**Cell classes on the final placement**

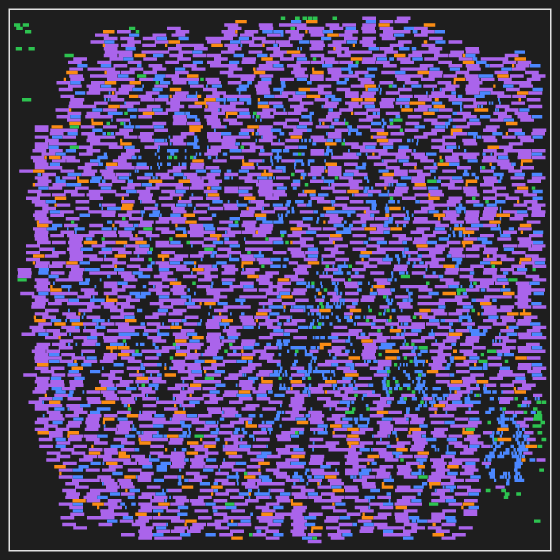
**Routing congestion**

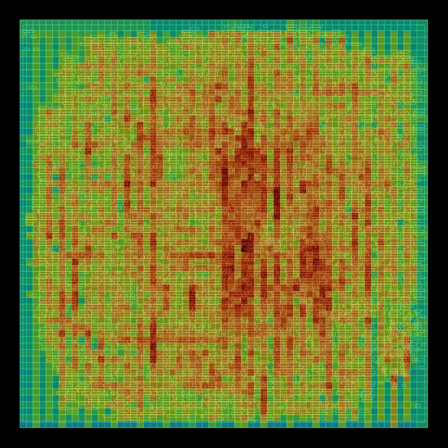
**Wiring heat map**

The bar under the picture is 100 µm long. 22 x 22 tiles, from dark blue (low) to red (high), scaled to the fullest tile. Values are wire area over tile area, all layers added.
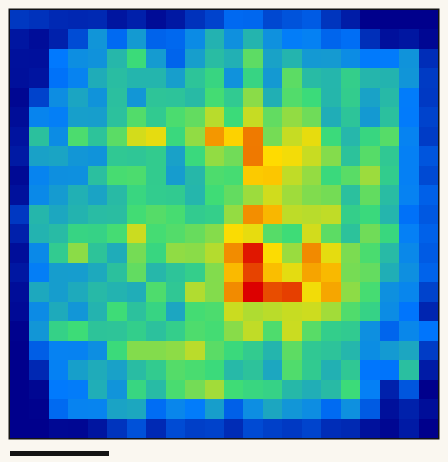
==> config.mk <==
export PLATFORM = sky130hd
export DESIGN_NAME = sync_fifo_param
export DESIGN_NICKNAME = d
export VERILOG_FILES = /design/src/rtl/sync_fifo_param.sv
export SDC_FILE = /design/constraint.sdc
export NUM_CORES = 2
export LEC_CHECK = 0
export CELL_PAD_IN_SITES_DETAIL_PLACEMENT = 0
export CELL_PAD_IN_SITES_GLOBAL_PLACEMENT = 1
export CORE_MARGIN = 3
export CORE_UTILIZATION = 45
export CTS_CLUSTER_SIZE = 25
export DETAILED_ROUTE_END_ITERATION = 7
export PLACE_DENSITY_LB_ADDON = 0.1
export SETUP_SLACK_MARGIN = 0.2
export SYNTH_ARGS = -nofsm -noshare
export SYNTH_HDL_FRONTEND = slang
export SYNTH_SLANG_ARGS = --single-unit
==> constraint.sdc <==
create_clock -name clk -period 6.4 [get_ports clk]
set_clock_uncertainty 0.15 [all_clocks]
set_input_delay 1.28 -clock clk [delete_from_list [all_inputs] [get_ports clk]]
set_output_delay 1.28 -clock clk [all_outputs]
set_load 0.1 [all_outputs]
==> GITHUB_STEP_SUMMARY <==
## Synthesis and layout report

| Metric | Value |
|---|---|
| Proportion of cell area occupied by registers | between 60% and 70% |
| Placed wire-length estimate after detailed placement | 142 mm |
| Proportion of cell area occupied by multi-input gates | 19.8% |
| Max IR drop VDD | 0.220 mV |
| Clk buf depth | 3 |
| Status | finished clean |
| RSZ-0062 raised after global routing | no |
| Yosys stat cell total | 3975 |
| Number of flip-flops and latches | 2087 |
| Floorplan Utilization | 45.5% |
| Slack of the critical path | 1820 ps |
| Maximum number of pins on one net before global-route repair | ~160 |
| Final Slew Violations | 0 |
| Final GP Congestion | 0.861 |
| Top power consumer group | sequential cells |
| Area fraction of the dominant cell type after synthesis | 75.2% |
| Reg clk slew, reported paths | 60 ps |
| Area added between synthesis and finish | 12.0% |
| Crit path required time | 6970 ps |
| Fraction of final layout cells with drive strength greater than 1 | between 20 and 25% |
| Comb power | 623 µW |
| Highest achievable clock rate | 218 MHz |
| Number of nets at floorplan | between 3k and 4k |
| Clock network power share | a little over two fifths |
| Post-synth area from yosys stat | about 0.082 mm² |
| Drc violations | 0 |
| Met2 Routed Length | 111 mm |
| Clock network power consumption | 11.6 mW |
| Mean Syn Cell Area | 20.6 µm² |
| Relative contribution of sequential cells to total power | 55.1% |
| Endpoint kind of the worst setup timing path | flip-flop |
| Post-synthesis mux area share | 15.7% |
| Crit-path max FO | 25 |
| Number of non-clock buffers | roughly 170 |
| Fraction of met2 tracks used by global routing | between 30% and 40% |
| Final count of negative-setup-slack endpoints | 0 |
| Count of non-filler cells in the finished layout | 6648 |
| Multi-input logic cell count | 1632 |
| Top area cell types | sky130_fd_sc_hd__edfxtp_1 (75%), sky130_fd_sc_hd__mux4_2 (13%), sky130_fd_sc_hd__mux2i_1 (2.3%) |
| Synthesized-area fraction occupied by ao, oa, aoi and oai cells | about 3% |
| Net switching share of the total power | 20.5% |
| Least-Margin Pin Slew | 1370 ps |
| Worst hold path type | reg -> reg |
| Worst slew margin relative to its limit | just over 8% |
| Biggest Area Class | sequential cells |
| Flip-flop cell with the highest count after synthesis | sky130_fd_sc_hd__edfxtp_1 |
| Final tally of hold violations | 0 |
| Share of synthesized cell area in and, or, nand and nor gates | under 10% |
| Clock network contribution to total cell area | between 7 and 8% |
| Post-CTS Resized | 0 |
| Inserted Diodes | 5 |
| Synth flops | 2087 |
| Most frequently placed logic cells in the final layout | sky130_fd_sc_hd__edfxtp_1 (2048), sky130_fd_sc_hd__mux4_2 (480), sky130_fd_sc_hd__nor2_1 (332) |
| Number of antenna violations at the first check in global routing | 11 |
| Number of buffer cells added on primary ports | 35 |
| Library cell with the highest instance count after synthesis | sky130_fd_sc_hd__edfxtp_1 |
| Data arrival time of the critical path | 5160 ps |
| Clock tree from TritonCTS | done |
| Power dissipated by switching net loads | 5.60 mW |
| Met3 WL post-DR | 16.4 mm |
| Post-layout total power | 27.3 mW |
| Global-route wire length before repair | 328 mm |
Notes on 'cell classes on the final placement' above:
legend:
  orange:
    class: clock drivers and dummy loads
    cells: 388
    share_of_their_area: 7.3%
  blue:
    class: remaining logic cells
    cells: 1643
    share_of_their_area: 21%
  purple:
    class: registers
    cells: 2087
    share_of_their_area: 70%
  green:
    class: remaining buffers and delay cells
    cells: 170
    share_of_their_area: 1.9%
number of cell rows: 155
final core occ: 51.0%
Core Area: 0.180 mm²
Design Area, Final: 0.0916 mm²

Notes on 'routing congestion' above:
wire length per cell after detailed routing: 35.3 µm
fraction of met3 tracks used by global routing: 4.53%
GR peak layer: met2
met1 Resource Use GR: 36.5%
Overall Global Routing Usage: 25.3%

Notes on 'wiring heat map' above:
mean over tiles: 0.20
tiles over half the peak: 28%
fullest tile: 0.52
nearly empty tiles: 4.1%
densest ninth of the die: centre
DRT Wirelength: 235 mm
via count of the routed design: 40.9k

Power and IR drop assume default switching activity.
